==> src/rtl/seg7_pkg.sv <==
// Shared definitions for the seven-segment factor reader: glyph patterns,
// the blank pattern, FSM state encoding and the glyph decode function.
package seg7_pkg;

  localparam logic [6:0] GLYPH_0 = 7'h3F;
  localparam logic [6:0] GLYPH_1 = 7'h06;
  localparam logic [6:0] GLYPH_2 = 7'h5B;
  localparam logic [6:0] GLYPH_3 = 7'h4F;
  localparam logic [6:0] GLYPH_4 = 7'h66;
  localparam logic [6:0] GLYPH_5 = 7'h6D;
  localparam logic [6:0] GLYPH_6 = 7'h7D;
  localparam logic [6:0] GLYPH_7 = 7'h07;
  localparam logic [6:0] GLYPH_8 = 7'h7F;
  localparam logic [6:0] GLYPH_9 = 7'h6F;
  localparam logic [6:0] GLYPH_A = 7'h77;
  localparam logic [6:0] GLYPH_B = 7'h7C;
  localparam logic [6:0] GLYPH_C = 7'h39;
  localparam logic [6:0] GLYPH_D = 7'h5E;
  localparam logic [6:0] GLYPH_E = 7'h79;
  localparam logic [6:0] GLYPH_F = 7'h71;

  localparam logic [6:0] SEG_BLANK = 7'h00;

  typedef enum logic [1:0] {
    ST_BLANK = 2'd0,
    ST_QUAL  = 2'd1,
    ST_HELD  = 2'd2
  } state_t;

  // Returns {valid, digit}; any pattern outside the 16 hex glyphs is invalid.
  function automatic logic [4:0] decode_glyph(input logic [6:0] pattern);
    logic [4:0] res;
    res = 5'b0_0000;
    case (pattern)
      GLYPH_0: res = {1'b1, 4'h0};
      GLYPH_1: res = {1'b1, 4'h1};
      GLYPH_2: res = {1'b1, 4'h2};
      GLYPH_3: res = {1'b1, 4'h3};
      GLYPH_4: res = {1'b1, 4'h4};
      GLYPH_5: res = {1'b1, 4'h5};
      GLYPH_6: res = {1'b1, 4'h6};
      GLYPH_7: res = {1'b1, 4'h7};
      GLYPH_8: res = {1'b1, 4'h8};
      GLYPH_9: res = {1'b1, 4'h9};
      GLYPH_A: res = {1'b1, 4'hA};
      GLYPH_B: res = {1'b1, 4'hB};
      GLYPH_C: res = {1'b1, 4'hC};
      GLYPH_D: res = {1'b1, 4'hD};
      GLYPH_E: res = {1'b1, 4'hE};
      GLYPH_F: res = {1'b1, 4'hF};
      default: res = 5'b0_0000;
    endcase
    return res;
  endfunction

endpackage

==> src/rtl/seg7_fifo.sv <==
// Small synchronous FIFO holding decoded digit entries. A push into a full
// FIFO succeeds only when a pop happens in the same cycle; otherwise the
// entry is dropped and reported on 'dropped' for that cycle.
module seg7_fifo #(
  parameter int DEPTH = 4,
  parameter int WIDTH = 5
) (
  input  logic             clk,
  input  logic             rst,
  input  logic             push,
  input  logic [WIDTH-1:0] push_data,
  input  logic             pop,
  output logic [WIDTH-1:0] head_data,
  output logic             valid,
  output logic             dropped
);

  localparam int AW = (DEPTH > 1) ? $clog2(DEPTH) : 1;
  localparam int CW = $clog2(DEPTH) + 1;

  logic [WIDTH-1:0] mem [DEPTH];
  logic [AW-1:0]    wr_ptr;
  logic [AW-1:0]    rd_ptr;
  logic [CW-1:0]    count;
  logic             full;
  logic             do_push;
  logic             do_pop;

  // Handshake qualification: pop only when non-empty, push when room or popping.
  always_comb begin
    full    = (count == CW'(DEPTH));
    valid   = (count != '0);
    do_pop  = pop && valid;
    do_push = push && (!full || do_pop);
    dropped = push && !do_push;
  end

  assign head_data = mem[rd_ptr];

  // Storage, pointers and occupancy; pointers wrap naturally on power-of-two depth.
  always_ff @(posedge clk) begin
    if (rst) begin
      wr_ptr <= '0;
      rd_ptr <= '0;
      count  <= '0;
      for (int i = 0; i < DEPTH; i++) begin
        mem[i] <= '0;
      end
    end else begin
      if (do_push) begin
        mem[wr_ptr] <= push_data;
        wr_ptr      <= wr_ptr + AW'(1);
      end
      if (do_pop) begin
        rd_ptr <= rd_ptr + AW'(1);
      end
      case ({do_push, do_pop})
        2'b10:   count <= count + CW'(1);
        2'b01:   count <= count - CW'(1);
        default: count <= count;
      endcase
    end
  end

endmodule

==> src/rtl/seg7_factor_reader.sv <==
// Reads the seven-segment output of a factorizer, waits for each glyph to
// hold steady, decodes it and queues {digit, is_zero} for a consumer.
//
// state    | meaning
// ---------+---------------------------------------------------------------
// ST_BLANK | display dark (or just reset); waiting for any lit pattern
// ST_QUAL  | candidate pattern being counted for stability
// ST_HELD  | candidate accepted; ignore it until it changes or goes blank
module seg7_factor_reader
  import seg7_pkg::*;
#(
  parameter int STABLE_CYCLES = 4,
  parameter int FIFO_DEPTH    = 4
) (
  input  logic       clk,
  input  logic       rst,
  input  logic [6:0] segments,
  input  logic       is_zero,
  output logic       out_valid,
  input  logic       out_ready,
  output logic [3:0] out_digit,
  output logic       out_zero,
  output logic       pattern_err,
  output logic       overflow
);

  localparam logic [7:0] STABLE_CNT = 8'(STABLE_CYCLES);

  logic [6:0] seg_q;
  logic       zero_q;
  state_t     state;
  state_t     state_nx;
  logic [7:0] cnt;
  logic [7:0] cnt_nx;
  logic [6:0] cand;
  logic [6:0] cand_nx;
  logic       accept;
  logic [4:0] dec;
  logic       push;
  logic       dropped;

  // Input stage: one register on the asynchronous display lines.
  always_ff @(posedge clk) begin
    if (rst) begin
      seg_q  <= SEG_BLANK;
      zero_q <= 1'b0;
    end else begin
      seg_q  <= segments;
      zero_q <= is_zero;
    end
  end

  // FSM, stability counter and candidate registers.
  always_ff @(posedge clk) begin
    if (rst) begin
      state <= ST_BLANK;
      cnt   <= '0;
      cand  <= SEG_BLANK;
    end else begin
      state <= state_nx;
      cnt   <= cnt_nx;
      cand  <= cand_nx;
    end
  end

  // Next-state logic; acceptance fires in the cycle the count reaches the
  // threshold, which also covers a threshold of one on the first sample.
  always_comb begin
    state_nx = state;
    cnt_nx   = cnt;
    cand_nx  = cand;
    accept   = 1'b0;
    case (state)
      ST_BLANK: begin
        if (seg_q != SEG_BLANK) begin
          state_nx = ST_QUAL;
          cnt_nx   = 8'd1;
          cand_nx  = seg_q;
        end
      end
      ST_QUAL: begin
        if (seg_q == SEG_BLANK) begin
          state_nx = ST_BLANK;
          cnt_nx   = '0;
        end else if (seg_q != cand) begin
          cnt_nx  = 8'd1;
          cand_nx = seg_q;
        end else begin
          cnt_nx = cnt + 8'd1;
        end
      end
      ST_HELD: begin
        if (seg_q == SEG_BLANK) begin
          state_nx = ST_BLANK;
          cnt_nx   = '0;
        end else if (seg_q != cand) begin
          state_nx = ST_QUAL;
          cnt_nx   = 8'd1;
          cand_nx  = seg_q;
        end
      end
      default: begin
        state_nx = ST_BLANK;
        cnt_nx   = '0;
        cand_nx  = SEG_BLANK;
      end
    endcase
    if (state_nx == ST_QUAL && cnt_nx == STABLE_CNT) begin
      accept   = 1'b1;
      state_nx = ST_HELD;
    end
  end

  // Decode the pattern being accepted this cycle.
  always_comb begin
    dec  = decode_glyph(cand_nx);
    push = accept && dec[4];
  end

  // Sticky error flags, cleared only by reset.
  always_ff @(posedge clk) begin
    if (rst) begin
      pattern_err <= 1'b0;
      overflow    <= 1'b0;
    end else begin
      if (accept && !dec[4]) pattern_err <= 1'b1;
      if (dropped)           overflow    <= 1'b1;
    end
  end

  seg7_fifo #(
    .DEPTH (FIFO_DEPTH),
    .WIDTH (5)
  ) u_fifo (
    .clk       (clk),
    .rst       (rst),
    .push      (push),
    .push_data ({dec[3:0], zero_q}),
    .pop       (out_ready),
    .head_data ({out_digit, out_zero}),
    .valid     (out_valid),
    .dropped   (dropped)
  );

endmodule

==> config.mk <==
export PLATFORM = sky130hd
export DESIGN_NAME = seg7_factor_reader
export DESIGN_NICKNAME = d
export VERILOG_FILES = /design/src/rtl/seg7_pkg.sv /design/src/rtl/seg7_fifo.sv /design/src/rtl/seg7_factor_reader.sv
export SDC_FILE = /design/constraint.sdc
export NUM_CORES = 1
export LEC_CHECK = 0
export ABC_AREA = 0
export CAP_MARGIN = 20
export CORE_UTILIZATION = 35
export DETAILED_ROUTE_END_ITERATION = 10
export SLEW_MARGIN = 20
export SYNTH_ARGS = -nofsm -noshare
export SYNTH_HDL_FRONTEND = slang
export SYNTH_SLANG_ARGS = --single-unit
==> constraint.sdc <==
create_clock -name clk -period 5.2 [get_ports clk]
set_input_delay 1.04 -clock clk [delete_from_list [all_inputs] [get_ports clk]]
set_output_delay 1.04 -clock clk [all_outputs]
set_load 0.02 [all_outputs]
==> impl_metrics.ini <==
; flow metrics
[logic_synthesis]
ys_seq_share_pct = 36.4
synthTopCellsByCount = nor2_1, dfxtp_1, nand2_1
flop_cell = dfxtp_1
syn-num-nets = 419
async_reset_ff_share_pct = 0
yosys_warnings = 0
most_common_cell = nor2_1
yosysCellCount = 401
synth_area_per_cell_um2 = 9.06
top_area_cell = dfxtp_1
edf_count = 20
ys_chip_area_um2 = 3630

[routing]
wire_per_inst_um = 17.0
drc = 0
num_vias = 3083

[critical_path]
r2r_cells = 15
r2r-start = state[0]$_SDFF_PP0_
crit_arrival_ns = 4.59
crit_path_start = state[0]$_SDFF_PP0_
cp-end-kind = flip-flop
required_ns = 5.43
critPathKind = reg2reg

[clock_tree]
tritoncts = yes
clk_latency_ns = 0.32
cts_root_buf = clkbuf_8
htreeDepth = 2
ctsResizeCount = 0
post-cts-setup-buffers = 0
clk_pin_slew_worst_paths_ns = 0.11
cts_max_path_buffers = 2
cts_sinks = 56

[floorplanning]
ios = 19
num_rows = 36
core_um2 = 9910
die_y_um = 104
dieWidth_um = 104

[timing]
max_freq_mhz = 229
final.period_utilization_pct = 83.8
tns_ns = 0
finalHoldViolCount = 0
hold_slack_ns = 0.455
finalCriticalPeriod_ns = 4.36
worstMarginPinSlew_ns = 1.01
setup_viol_count_final = 0
rsz0062_at_grt = no
slew_headroom_pct = 32.6

[hold_path]
hold_depth = 2
hold_start = pattern_err$_SDFFE_PP0P_

[global_route]
antenna_found_initial = 0
grt_usage_pct = 16.9
grt_pass1_vias = 2974
grt_max_degree = 27

[run_status]
status = finished, final reports clean

[run]
maxCapViolations = 0
warning_count = 29

[placed_design]
dp_hpwl_mm = 6.46
port_buffers = 18

[pwr]
cellPowerDensity_nw_per_um2 = 222
cellLeakagePower_uw = 0.00129
irDropWorstVdd_mv = 0.109

[finish]
final_cells = 531
syn2layout_area_growth_pct = 8.03
nets = 415
layout-drive-gt1-share_pct = 10.6
diodes = 0
-- final timing paths --
kind / slack, ns / endpoint
setup / recovery: 0.84 / u_fifo.count[2]$_SDFFE_PP0P_
setup reg to reg: 0.84 / u_fifo.count[2]$_SDFFE_PP0P_
hold reg to reg: 0.46 / pattern_err$_SDFFE_PP0P_
hold / removal: 0.46 / pattern_err$_SDFFE_PP0P_
-- final cells by class --
cell class,count,area (µm²)
tap,133,166
inverter,15,56.3
clock inverter,3,22.5
sequential,56,1320
multi-input combinational,301,2110
timing repair buffer,18,180
fill,1013,5990
clock buffer,5,68.8
-- metrics by stage --
stage | area [µm²] | setup slack, ns | total power (µW)
global placement | 3830 | 1.07 | 626
detailed placement | 3830 | 0.941 | 627
CTS | 3920 | 0.865 | 878
global route | 3920 | 0.501 | 910
finish | 3920 | 0.840 | 872
floorplan | 3630 | 1.29 | 589
-- report_power, final --
part / switching (µW) / leakage, µW / internal [µW] / total (µW)
clock network: 156 / 0.0000447 / 96.7 / 252
registers: 15.3 / 0.000499 / 466 / 481
logic: 89.5 / 0.000749 / 49.5 / 139
-- cells in the final DEF (no fill, tap or decap), drive strengths merged, types with 5 or more instances in the layout --
cell,count
nor2,52
nor3,23
edfxtp,20
clkbuf,5
inv,16
nor4,8
mux4,5
or3,6
dfxtp,36
ha,6
or4,5
o21ai,15
xor2,10
a31oi,10
o211ai,5
nand2,27
nor2b,11
o31ai,5
a21oi,13
nand4,6
a32oi,7
clkdlybuf4s50,18
o21bai,5
nand3,9
-- flip-flops by register name, summed over array words and instances, names as in the netlist, named ones only --
name / count
cand: 7
cnt: 8
overflow: 1
pattern_err: 1
seg_q: 7
state: 2
u_fifo.count: 3
u_fifo.mem: 20
u_fifo.rd_ptr: 2
u_fifo.wr_ptr: 2
zero_q: 1
-- cells by family after synthesis --
| family | Yosys count | synth area share, % |
|---|---|---|
| AND/OR/NAND/NOR | 181 | 28.9 |
| flip-flops | 56 | 36.4 |
| AND-OR/OR-AND | 93 | 19.7 |
| multiplexers | 9 | 4.20 |
| XOR/XNOR | 11 | 2.65 |
| buffers and inverters | 44 | 5.58 |
| adder cells (fa/ha/maj) | 7 | 2.62 |
-- layer usage --
layer	GRT usage, %	share of wire [%]	vias up
li1	-	-	1492
met1	22.4	45	1482
met2	28.2	49	97
met3	2.01	4.1	12
met4	5.82	1.5	0
met5	0	0	-
-- worst max-delay path: stages (launching register included) --
cell and delay [ns]:
dfxtp_1 0.41, inv_1 0.09, ha_1 0.37, or2_2 0.45, a32oi_1 0.54, nor3_1 0.09, nand4_1 0.15, o31ai_2 0.11
a211o_4 0.34, o211ai_1 0.38, ha_1 0.27, inv_1 0.06, fa_1 0.37, xor2_1 0.16, or3_1 0.32, a21oi_1 0.15
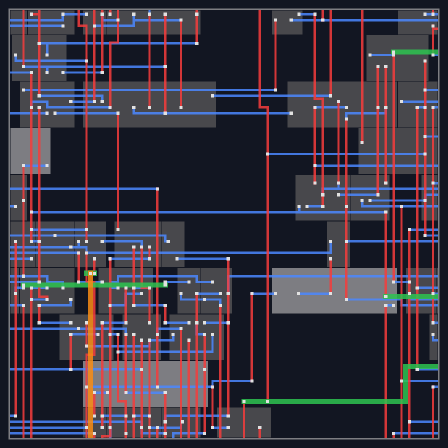
**Above:** layout detail.
Window x 39 to 64, y 39 to 64 µm. Cells in gray, sequential cells in the stronger gray; small squares are vias.
- M3: green
- M1: blue
- M4: orange
- M2: red
- cells with their middle in the window: 35
- netlist names of flops here include: cand (1), cnt (1)
- sequential cells in the window: 2
- most frequent: nand2_1 (3), nor2_1 (3)

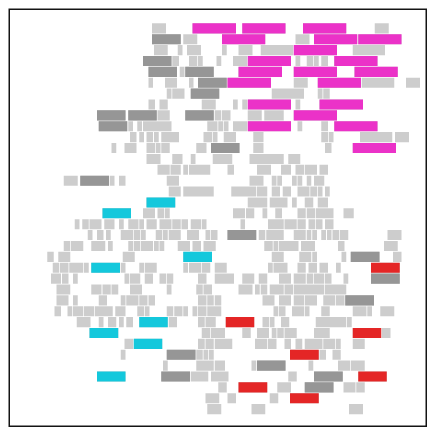
**Above:** sequential cells grouped by signal name.
(4 px per µm) Other sequential cells in the stronger gray, the rest of the logic in the fainter gray.
- u_fifo.mem: magenta (placed flops 20)
- seg_q: red (placed flops 7)
- cnt: cyan (placed flops 8)
- not colored: 21

Power figures rest on the tool's default switching activity, not on a simulated workload.
